File: src/rtl/stack_sequencer_if.sv
// rtl/stack_sequencer_if.sv - data-memory port between the stack sequencer and memory
interface stack_sequencer_if;
    logic        req;
    logic        we;
    logic [31:0] addr;
    logic [31:0] wdata;
    logic [31:0] rdata;
    logic        ack;

    modport master (output req, we, addr, wdata, input rdata, ack);
    modport slave  (input req, we, addr, wdata, output rdata, ack);
endinterface

File: src/rtl/stack_sequencer.sv
// rtl/stack_sequencer.sv - multi-cycle PUSH/POP engine walking a register mask over data memory
module stack_sequencer #(
    parameter logic [31:0] SP_LOW  = 32'h0000_0000,
    parameter logic [31:0] SP_HIGH = 32'h0000_1000
) (
    input  logic                     clk,
    input  logic                     reset,
    input  logic                     op_valid,
    output logic                     op_ready,
    input  logic                     op_pop,
    input  logic [7:0]               op_mask,
    input  logic [31:0]              re_sp,
    output logic [2:0]               read_usr_addr,
    input  logic [31:0]              re_usr,
    output logic                     wr_usr_enable,
    output logic [2:0]               write_usr_addr,
    output logic [31:0]              usr_data,
    output logic                     wr_sp,
    output logic [31:0]              wr_sp_data,
    stack_sequencer_if.master        mem,
    output logic                     done,
    output logic                     fault
);
    typedef enum logic [1:0] {IDLE, XFER, SPWB, FAULT} state_t;

    state_t      state;
    logic        pop;
    logic [7:0]  m;
    logic [31:0] sp_w;
    logic [2:0]  cur_idx;

    logic [7:0]  m_in;
    logic [7:0]  m_nx;
    logic [3:0]  n_in;
    logic [32:0] span;
    logic        bound_fault;
    logic [2:0]  first_idx;
    logic [2:0]  next_idx;
    logic [31:0] sp_nx;

    function automatic logic [2:0] hi_bit(input logic [7:0] v);
        logic [2:0] r;
        r = 3'd0;
        for (int i = 0; i < 8; i++) if (v[i]) r = 3'(i);
        return r;
    endfunction

    function automatic logic [2:0] lo_bit(input logic [7:0] v);
        logic [2:0] r;
        r = 3'd0;
        for (int i = 7; i >= 0; i--) if (v[i]) r = 3'(i);
        return r;
    endfunction

    function automatic logic [3:0] pop_count(input logic [7:0] v);
        logic [3:0] c;
        c = 4'd0;
        for (int i = 0; i < 8; i++) c = c + {3'd0, v[i]};
        return c;
    endfunction

    // Bounds use 33-bit arithmetic so a PUSH near address 0 cannot wrap past the check.
    always_comb begin
        m_in        = op_mask & 8'hEF;
        n_in        = pop_count(m_in);
        span        = {27'd0, n_in, 2'b00};
        bound_fault = op_pop ? (({1'b0, re_sp} + span) > {1'b0, SP_HIGH})
                             : ({1'b0, re_sp} < ({1'b0, SP_LOW} + span));
        first_idx   = op_pop ? lo_bit(m_in) : hi_bit(m_in);
        m_nx        = m & ~(8'b1 << cur_idx);
        next_idx    = pop ? lo_bit(m_nx) : hi_bit(m_nx);
        sp_nx       = pop ? (sp_w + 32'd4) : (sp_w - 32'd4);
    end

    assign mem.wdata = re_usr;

    always_ff @(posedge clk or negedge reset) begin
        if (!reset) begin
            state          <= IDLE;
            op_ready       <= 1'b1;
            pop            <= 1'b0;
            m              <= 8'd0;
            sp_w           <= 32'd0;
            cur_idx        <= 3'd0;
            read_usr_addr  <= 3'd0;
            wr_usr_enable  <= 1'b0;
            write_usr_addr <= 3'd0;
            usr_data       <= 32'd0;
            wr_sp          <= 1'b0;
            wr_sp_data     <= 32'd0;
            mem.req        <= 1'b0;
            mem.we         <= 1'b0;
            mem.addr       <= 32'd0;
            done           <= 1'b0;
            fault          <= 1'b0;
        end else begin
            wr_usr_enable <= 1'b0;
            wr_sp         <= 1'b0;
            done          <= 1'b0;
            fault         <= 1'b0;
            case (state)
                IDLE: begin
                    if (op_valid && op_ready) begin
                        pop      <= op_pop;
                        m        <= m_in;
                        sp_w     <= re_sp;
                        op_ready <= 1'b0;
                        if (bound_fault) begin
                            state <= FAULT;
                            fault <= 1'b1;
                        end else if (m_in == 8'd0) begin
                            state      <= SPWB;
                            wr_sp      <= 1'b1;
                            wr_sp_data <= re_sp;
                            done       <= 1'b1;
                        end else begin
                            state    <= XFER;
                            cur_idx  <= first_idx;
                            mem.req  <= 1'b1;
                            mem.we   <= ~op_pop;
                            mem.addr <= op_pop ? re_sp : (re_sp - 32'd4);
                            if (!op_pop) read_usr_addr <= first_idx;
                        end
                    end
                end
                XFER: begin
                    if (mem.ack) begin
                        m    <= m_nx;
                        sp_w <= sp_nx;
                        if (pop) begin
                            wr_usr_enable  <= 1'b1;
                            write_usr_addr <= cur_idx;
                            usr_data       <= mem.rdata;
                        end
                        if (m_nx != 8'd0) begin
                            cur_idx  <= next_idx;
                            mem.addr <= pop ? sp_nx : (sp_nx - 32'd4);
                            if (!pop) read_usr_addr <= next_idx;
                        end else begin
                            state      <= SPWB;
                            mem.req    <= 1'b0;
                            mem.we     <= 1'b0;
                            wr_sp      <= 1'b1;
                            wr_sp_data <= sp_nx;
                            done       <= 1'b1;
                        end
                    end
                end
                SPWB, FAULT: begin
                    state    <= IDLE;
                    op_ready <= 1'b1;
                end
                default: begin
                    state    <= IDLE;
                    op_ready <= 1'b1;
                end
            endcase
        end
    end
endmodule
File: src/flat_wrapper.sv
// flat-port wrapper written by rule: the top's interface ports become plain ports
module stack_sequencer_flat 
#(
    parameter logic [31:0] SP_LOW  = 32'h0000_0000,
    parameter logic [31:0] SP_HIGH = 32'h0000_1000
)
  (clk, reset, op_valid, op_ready, op_pop, op_mask, re_sp, read_usr_addr, re_usr, wr_usr_enable, write_usr_addr, usr_data, wr_sp, wr_sp_data, done, fault, mem_req, mem_we, mem_addr, mem_wdata, mem_rdata, mem_ack);
  stack_sequencer_if mem_i ();
  input  logic clk;
  input  logic reset;
  input  logic op_valid;
  output logic op_ready;
  input  logic op_pop;
  input  logic [7:0] op_mask;
  input  logic [31:0] re_sp;
  output logic [2:0] read_usr_addr;
  input  logic [31:0] re_usr;
  output logic wr_usr_enable;
  output logic [2:0] write_usr_addr;
  output logic [31:0] usr_data;
  output logic wr_sp;
  output logic [31:0] wr_sp_data;
  output logic done;
  output logic fault;
  output wire logic [$bits(mem_i.req)-1:0] mem_req;
  output wire logic [$bits(mem_i.we)-1:0] mem_we;
  output wire logic [$bits(mem_i.addr)-1:0] mem_addr;
  output wire logic [$bits(mem_i.wdata)-1:0] mem_wdata;
  input wire logic [$bits(mem_i.rdata)-1:0] mem_rdata;
  input wire logic [$bits(mem_i.ack)-1:0] mem_ack;
  assign mem_req = mem_i.req;
  assign mem_we = mem_i.we;
  assign mem_addr = mem_i.addr;
  assign mem_wdata = mem_i.wdata;
  assign mem_i.rdata = mem_rdata;
  assign mem_i.ack = mem_ack;
  stack_sequencer #(.SP_LOW(SP_LOW), .SP_HIGH(SP_HIGH)) u_core (.clk(clk), .reset(reset), .op_valid(op_valid), .op_ready(op_ready), .op_pop(op_pop), .op_mask(op_mask), .re_sp(re_sp), .read_usr_addr(read_usr_addr), .re_usr(re_usr), .wr_usr_enable(wr_usr_enable), .write_usr_addr(write_usr_addr), .usr_data(usr_data), .wr_sp(wr_sp), .wr_sp_data(wr_sp_data), .mem(mem_i), .done(done), .fault(fault));
endmodule
File: config.mk
export PLATFORM = sky130hd
export DESIGN_NAME = stack_sequencer_flat
export DESIGN_NICKNAME = d
export VERILOG_FILES = /design/src/rtl/stack_sequencer_if.sv /design/src/rtl/stack_sequencer.sv /design/src/flat_wrapper.sv
export SDC_FILE = /design/constraint.sdc
export NUM_CORES = 1
export LEC_CHECK = 0
export CAP_MARGIN = 15
export CORE_UTILIZATION = 40
export DETAILED_ROUTE_END_ITERATION = 12
export GPL_ROUTABILITY_DRIVEN = 1
export PLACE_DENSITY_LB_ADDON = 0.25
export SYNTH_ARGS = -nofsm -noshare
export SYNTH_HDL_FRONTEND = slang
export SYNTH_SLANG_ARGS = --single-unit
File: constraint.sdc
create_clock -name clk -period 8.6 [get_ports clk]
set_input_delay 0.86 -clock clk [delete_from_list [all_inputs] [get_ports clk]]
set_output_delay 0.86 -clock clk [all_outputs]
set_load 0.01 [all_outputs]
Run 1, signal wires by layer:
Only two layers are drawn.
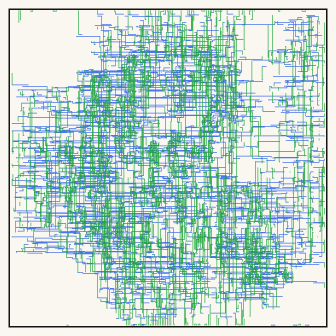
- blue: met1 (wire length 14800 µm)
- green: met2 (wire length 15200 µm)

Run 1, nets reached from selected ports:
Scale bar: 50 µm.
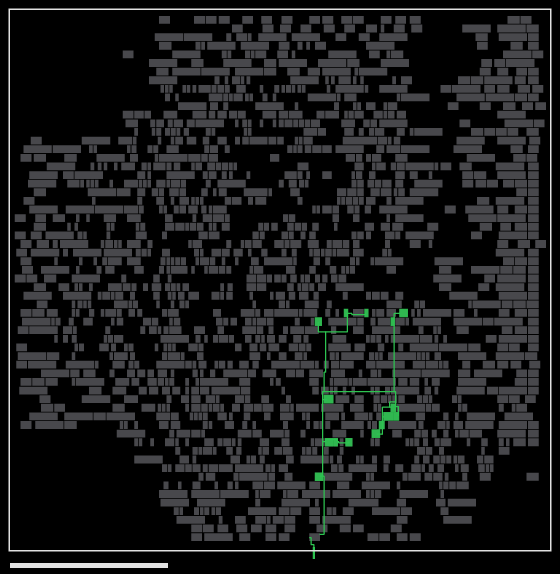
- green: op_pop (bits 1; direction input; edge bottom; end cells 15; buffers 1; wire 184 µm)

Run 1, clock routing:
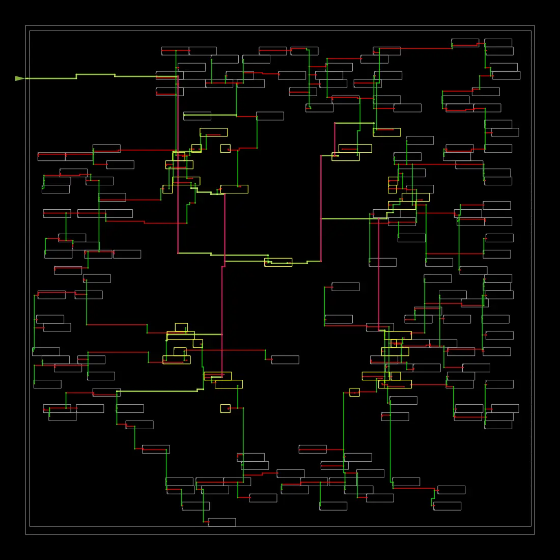
clock network power: 0.766 mW
total of clock buffers placed in the layout: 17
number of buffers added by the clock tree synthesis step: 17
Seq cells: 154
CTS sink count: 154

==> results.rst, run 1 <==
Metrics
=======

.. list-table::
   :header-rows: 1

   * - Metric
     - Value
   * - Run status
     - finished clean
   * - Proportion of synthesized flip-flops having asynchronous set or reset
     - 1.00
   * - Part of the Yosys area used for sequential elements
     - 0.340
   * - Sum of negative setup slack
     - 0 ps
   * - Top cell excl fill/tap
     - sky130_fd_sc_hd__clkdlybuf4s50_1
   * - Mux frac, synth
     - 0.0910
   * - Die span in x
     - 170 µm
   * - GP Congestion
     - 0.915
   * - Number of buffers and inverters on the critical path
     - 6
   * - Share of power burned in combinational logic
     - 0.677
   * - Placed cell area
     - 0.0131 mm²
   * - # Cells Yosys
     - 1336
   * - Dominant cell type by count on the critical path
     - sky130_fd_sc_hd__inv_1
   * - Initial DRC count
     - 810
   * - Global-route total usage across every layer
     - 0.234
   * - Detailed Place HPWL
     - 24500 µm
   * - Most instantiated flip-flop cell in the synthesis netlist
     - sky130_fd_sc_hd__dfrtp_1
   * - Worst slew margin
     - 0.285
   * - Top-level port count
     - 250
   * - Pin slew with the least headroom to its limit
     - 1070 ps
   * - Main logic family after synthesis
     - simple AND/OR/NAND/NOR gates
   * - Non-filler instance count after layout
     - 1823
   * - Endpoint type of the worst setup path
     - flop
   * - Total of cells resized after clock tree synthesis
     - 0
   * - Mean Syn Cell Area
     - 8.49 µm²
   * - Sequential share of power
     - 0.204
   * - Crit path setup slack, layout
     - 1810 ps
   * - Total DRC errors in the routed layout
     - 0
   * - Cell Rows
     - 61
   * - Pre-CTS setup slack
     - 1390 ps
   * - Count of antenna-violating nets left after detailed routing
     - 0
   * - Number of max-capacitance violations reported
     - 0
   * - Power Internal
     - 3.32 mW
   * - Shortest clock period the worst path allows after layout
     - 6790 ps
   * - Iteration count of the initial detailed-routing pass
     - 5
   * - Finished Cell Area
     - 0.0137 mm²
   * - Chip area estimate from yosys synthesis
     - 0.0113 mm²
   * - Number of hold buffers added after CTS
     - 0
   * - Post-synthesis cell count
     - 1336
   * - Top cell family by delay on the critical path
     - adder cells
   * - Type of element launching the critical path
     - primary input
   * - CTS tree
     - built
   * - Share of final-layout standard cells stronger than drive strength 1
     - 0.0845
   * - Compound-gate portion of the synthesized area
     - 0.175
   * - Arrival time worst endpoint
     - 7100 ps
   * - Share of the cycle needed by the critical path after routing
     - 0.790
   * - Number of nets in the layout
     - 1588
   * - Total vias in the final route
     - 10100
   * - Pins Over Slew Limit
     - 0
   * - Total grt overflow
     - 0
   * - Final core occ
     - 0.492
   * - VDD IR max
     - 0.177 mV
   * - Via density per instance
     - 5.56
   * - Cell at the root of the clock tree
     - sky130_fd_sc_hd__clkbuf_16
   * - Crit path kind
     - primary input to flop
   * - Required time of the critical path
     - 8910 ps
   * - Total instance count after detailed placement
     - 1789
   * - Die height
     - 170 µm
   * - Core area
     - 0.0279 mm²
   * - CP Cell Sequence
     - clkdlybuf4s50_1 > inv_1 > ha_1 > inv_1 > fa_1 > fa_1 > inv_1 > ha_1 > inv_1 > fa_1 > inv_1 > ha_1 > a21oi_1 > o22ai_1 > and2_1 > a2111oi_0 > o21ai_0 > nor4_1 > a31oi_1 > or2_1 > o21a_2 > mux2_1
   * - Min-Delay Path Class
     - flop to flop
   * - Post-route total power
     - 6.44 mW
   * - Most frequent cells in the layout
     - 183 x sky130_fd_sc_hd__clkdlybuf4s50_1, 163 x sky130_fd_sc_hd__nand2_1, 153 x sky130_fd_sc_hd__dfrtp_1
   * - Yosys top cell by instances
     - sky130_fd_sc_hd__nand2_1
   * - Library cells used by synthesis
     - 79
   * - Top cell type's share of synthesized area
     - 0.338
   * - Maximum number of pins on one net before global-route repair
     - 94
   * - Vias in the first global route
     - 9877
   * - Syn Nets
     - 1494
   * - Post-synth top cells
     - 163 x sky130_fd_sc_hd__nand2_1, 153 x sky130_fd_sc_hd__dfrtp_1, 129 x sky130_fd_sc_hd__nor2_1
   * - Synthesized-area fraction occupied by xor and xnor cells
     - 0.0593
   * - Post-synth tally of flip-flops with integrated enable
     - 0
   * - Ranking of synthesized cells by area
     - sky130_fd_sc_hd__dfrtp_1 34%, sky130_fd_sc_hd__mux2_2 5.5%, sky130_fd_sc_hd__nand2_1 5.4%
   * - Worst clock skew
     - 9.51 ps
   * - Late-Pin Clk Latency
     - 440 ps
   * - P&R area growth vs syn
     - 20.9%
   * - Total count of hold-check failures in the final report
     - 0
   * - Detailed-route wire length per cell
     - 18.3 µm
   * - Max H-tree Level
     - 4
   * - Power per standard cell area
     - 469 mW/mm²
   * - Largest incremental delay on the critical path
     - 620 ps
   * - CP Max Fanout
     - 33
   * - Initial antenna violation count
     - 2
   * - Clock transition at the registers of the reported paths
     - 70 ps
   * - Share of total power in the clock network
     - 0.119
   * - Count of buffers added by post-CTS timing repair for setup
     - 0
-- run 1: path summary, 6_finish.rpt --
check / start / end / slack (ps) / cells after the start
worst max-delay path: op_mask[1] / u_core.wr_sp_data[17] / 1810 / 22
worst min-delay path: u_core.write_usr_addr[0] / u_core.write_usr_addr[0] / 480 / 2
worst max register to register: u_core.pop / u_core.mem.addr[29] / 3570 / 12
worst min register to register: u_core.write_usr_addr[0] / u_core.write_usr_addr[0] / 480 / 2
max in group asynchronous: reset / u_core.sp_w[17] / 6780 / 2
min in group asynchronous: reset / u_core.m[7] / 510 / 1
-- run 1: power groups by stage --
stage / sequential, mW / clock [mW] / combinational, mW
after floorplan: 1.38 / 0 / 2.88
after global placement: 1.32 / 0 / 4.27
after detailed placement: 1.33 / 0 / 4.30
after CTS: 1.32 / 0.781 / 4.33
after global routing: 1.36 / 0.810 / 4.80
final: 1.32 / 0.766 / 4.35
-- run 1: cell families (layout without fill, tap and decap cells) --
family / after synthesis / in the layout
xor+xnor: 76 / 76
buf+inv: 164 / 271
simple gates: 488 / 488
fa+ha+maj: 49 / 49
flops: 154 / 154
other cells: 0 / 2
mux: 93 / 93
compound gates: 312 / 312
-- run 1: metal layers --
layer,vias up,GRT usage,wire (µm)
met5,-,0,0
met4,0,0.0999,1010
li1,4889,-,-
met1,4832,0.302,14800
met2,357,0.379,15200
met3,64,0.0472,2320
-- run 1: layout make-up --
| class | instances | area [µm²] |
|---|---|---|
| Antenna cell | 2 | 5.00 |
| Clock buffer | 17 | 425 |
| Clock inverter | 15 | 151 |
| Fill cell | 2678 | 14100 |
| Inverter | 46 | 173 |
| Multi-Input combinational cell | 1018 | 6720 |
| Sequential cell | 154 | 3850 |
| Tap cell | 378 | 473 |
| Timing Repair Buffer | 193 | 1910 |
==> run 2, diff against run 1 <==
==> constraint.sdc (replaced) <==
create_clock -name clk -period 5.6 [get_ports clk]
set_input_delay 0.56 -clock clk [delete_from_list [all_inputs] [get_ports clk]]
set_output_delay 0.56 -clock clk [all_outputs]
set_load 0.01 [all_outputs]
Run 2, signal wires by layer:
Only two layers are drawn.
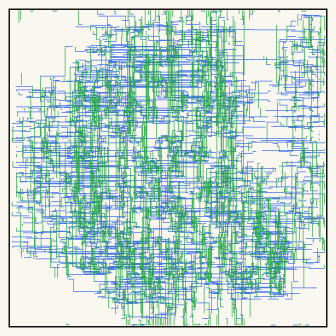
- blue: met1 (wire length 15500 µm)
- green: met2 (wire length 15700 µm)

==> results.rst, run 2 <==
Metrics
=======

.. list-table::
   :header-rows: 1

   * - Metric
     - Value
   * - Crit path setup slack, layout
     - 288 ps (was 1810 ps)
   * - Proportion of synthesized flip-flops having asynchronous set or reset
     - 1.00 (unchanged)
   * - Clock transition at the registers of the reported paths
     - 70 ps (about the same)
   * - Dominant cell type by count on the critical path
     - sky130_fd_sc_hd__buf_4 (was sky130_fd_sc_hd__inv_1)
   * - Part of the Yosys area used for sequential elements
     - 0.340 (unchanged)
   * - Pins Over Slew Limit
     - 0 (unchanged)
   * - Fill cells
     - 2620 (was 2678)
   * - Share of final-layout standard cells stronger than drive strength 1
     - 0.130 (was 0.0845)
   * - Total grt overflow
     - 0 (unchanged)
   * - GP Congestion
     - 0.920 (was 0.915)
   * - Post-route total power
     - 10.3 mW (was 6.44 mW)
   * - Die height
     - 170 µm (unchanged)
   * - Type of element launching the critical path
     - primary input (unchanged)
   * - Vias in the first global route
     - 9893 (was 9877)
   * - Cell at the root of the clock tree
     - sky130_fd_sc_hd__clkbuf_16 (unchanged)
   * - P&R area growth vs syn
     - 26.3% (was 20.9%)
   * - Count of antenna-violating nets left after detailed routing
     - 0 (unchanged)
   * - Post-synthesis cell count
     - 1336 (unchanged)
   * - Mean Syn Cell Area
     - 8.49 µm² (unchanged)
   * - Final core occ
     - 0.514 (was 0.492)
   * - Share of the cycle needed by the critical path after routing
     - 0.949
   * - Maximum number of pins on one net before global-route repair
     - 101 (was 94)
   * - Top cell family by delay on the critical path
     - adder cells (unchanged)
   * - Core area
     - 0.0279 mm² (unchanged)
   * - # Cells Yosys
     - 1336 (unchanged)
   * - Top cell type's share of synthesized area
     - 0.338 (unchanged)
   * - Late-Pin Clk Latency
     - 440 ps (about the same)
   * - Pin slew with the least headroom to its limit
     - 931 ps (was 1070 ps)
   * - Number of buffers added by the clock tree synthesis step
     - 17 (unchanged)
   * - Total count of hold-check failures in the final report
     - 0 (unchanged)
   * - Power per standard cell area
     - 716 mW/mm² (was 469 mW/mm²)
   * - Total DRC errors in the routed layout
     - 0 (unchanged)
   * - Yosys top cell by instances
     - sky130_fd_sc_hd__nand2_1 (unchanged)
   * - Register-to-register setup slack
     - 1150 ps (was 3570 ps)
   * - Critical Path Start
     - op_mask[0] (was op_mask[1])
   * - Capturing element of the worst setup path
     - u_core.mem.addr[27] (was u_core.wr_sp_data[17])
   * - Hold Worst Slack
     - 235 ps (was 482 ps)
   * - Post-synth tally of flip-flops with integrated enable
     - 0 (unchanged)
   * - VDD IR max
     - 0.278 mV (was 0.177 mV)
   * - Shortest clock period the worst path allows after layout
     - 5310 ps
   * - Total instance count after detailed placement
     - 1825 (was 1789)
   * - Min-Delay Path Class
     - primary input to async pin (was flop to flop)
   * - Most instantiated flip-flop cell in the synthesis netlist
     - sky130_fd_sc_hd__dfrtp_1 (unchanged)
   * - CP Max Fanout
     - 5 (was 33)
   * - Chip area estimate from yosys synthesis
     - 0.0113 mm² (unchanged)
   * - Placed cell area
     - 0.0134 mm² (was 0.0131 mm²)
   * - Launch point of the worst reg-to-reg path
     - u_core.pop (unchanged)
   * - Arrival time worst endpoint
     - 5660 ps (was 7100 ps)
   * - Top cell excl fill/tap
     - sky130_fd_sc_hd__clkdlybuf4s50_1 (unchanged)
   * - Finished Cell Area
     - 0.0143 mm² (was 0.0137 mm²)
   * - Non-filler instance count after layout
     - 1870 (was 1823)
   * - Cell Rows
     - 61 (unchanged)
   * - Die span in x
     - 170 µm (unchanged)
   * - Worst clock skew
     - 14.7 ps (was 9.51 ps)
   * - Global-route total usage across every layer
     - 0.236 (was 0.234)
   * - Iteration count of the initial detailed-routing pass
     - 5 (unchanged)
   * - CTS tree
     - built (unchanged)
   * - Most frequent cells in the layout
     - 179 x sky130_fd_sc_hd__clkdlybuf4s50_1, 163 x sky130_fd_sc_hd__nand2_1, 153 x sky130_fd_sc_hd__dfrtp_1 (was 183 x sky130_fd_sc_hd__clkdlybuf4s50_1, 163 x sky130_fd_sc_hd__nand2_1, 153 x sky130_fd_sc_hd__dfrtp_1)
   * - Cell count along the critical path
     - 25 (was 22)
   * - Top-level port count
     - 250 (unchanged)
   * - Run status
     - finished clean (unchanged)
   * - Post-synth top cells
     - 163 x sky130_fd_sc_hd__nand2_1, 153 x sky130_fd_sc_hd__dfrtp_1, 129 x sky130_fd_sc_hd__nor2_1 (unchanged)
   * - Detailed Place HPWL
     - 24800 µm (was 24500 µm)
   * - Total vias in the final route
     - 10300 (was 10100)
   * - Worst Reg2Reg Path Length in Cells
     - 12 (unchanged)
Run 2, close-up of the layout:
Window x 23 to 63, y 108 to 148 µm. Cells in grey, sequential cells in the stronger grey; small squares are vias.
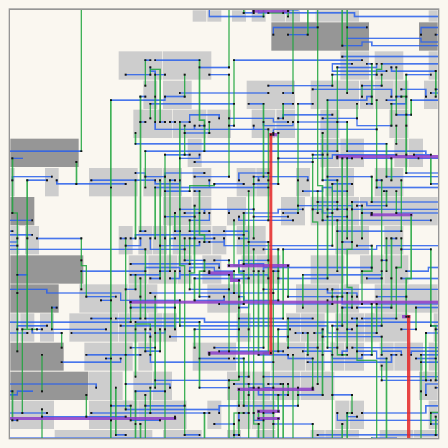
- purple: met3
- red: met4
- green: met2
- blue: met1
- cells with their middle in the window: 110
- most frequent: nor2_1 (18), a21oi_1 (12), nand2_1 (12)
- sequential cells in the window: 6
- netlist names of flops here include: u_core.sp_w (6)

run 2: timing repair:
| action | 4_1_cts | 5_1_grt |
|---|---|---|
| setup endpoints to repair | 67 | 69 |
| resized | 24 | 23 |
| buffers inserted | 7 | 2 |
| cloned | 4 | 0 |
| pin swaps | 16 | 14 |
| hold buffers | 0 | 0 |
run 2: report_power, final:
group | leakage [nW] | switching, mW | internal [mW]
Combinational | 3.98 | 4.02 | 3.05
Sequential | 1.86 | 0.348 | 1.67
Clock | 0.290 | 0.541 | 0.644
run 2: per-layer routing:
| layer | GRT usage | share of wire | vias up |
|---|---|---|---|
| met4 | 0.0685 | 0.017 | 0 |
| met1 | 0.310 | 0.46 | 4904 |
| li1 | - | - | 4988 |
| met5 | 0 | 0 | - |
| met3 | 0.0377 | 0.058 | 45 |
| met2 | 0.400 | 0.47 | 342 |
run 2: kinds of logic after synthesis:
group,count (synthesis),synth area share
AOI/OAI and AO/OA,312,0.175
xor gates and xnor gates,76,0.0593
adders and majority gates,49,0.0574
buffers and inverters,164,0.0690
DFF,154,0.340
muxes,93,0.0910
and+or+nand+nor,488,0.209
run 2: layout make-up:
cell class,count,area (µm²),share of cell area
clock buffer,18,439,0.0306
clock inverter,14,154,0.0107
tap,378,473,0.0330
sequential,154,3850,0.269
inverter,46,173,0.0121
antenna,1,2.50,0.000175
timing repair buffer,240,2390,0.167
multi-input combinational,1019,6850,0.478
run 2: worst reg2reg max path, delay by kind of cell, from the launching register on:
kind	cells	cell delay [ps]
AND/OR/NAND/NOR	6	2090
AND-OR/OR-AND	3	910
buffers and inverters	1	430
adder cells (fa/ha/maj)	1	430
flip-flops	1	380
multiplexers	1	110
Power figures rest on the tool's default switching activity, not on a simulated workload.
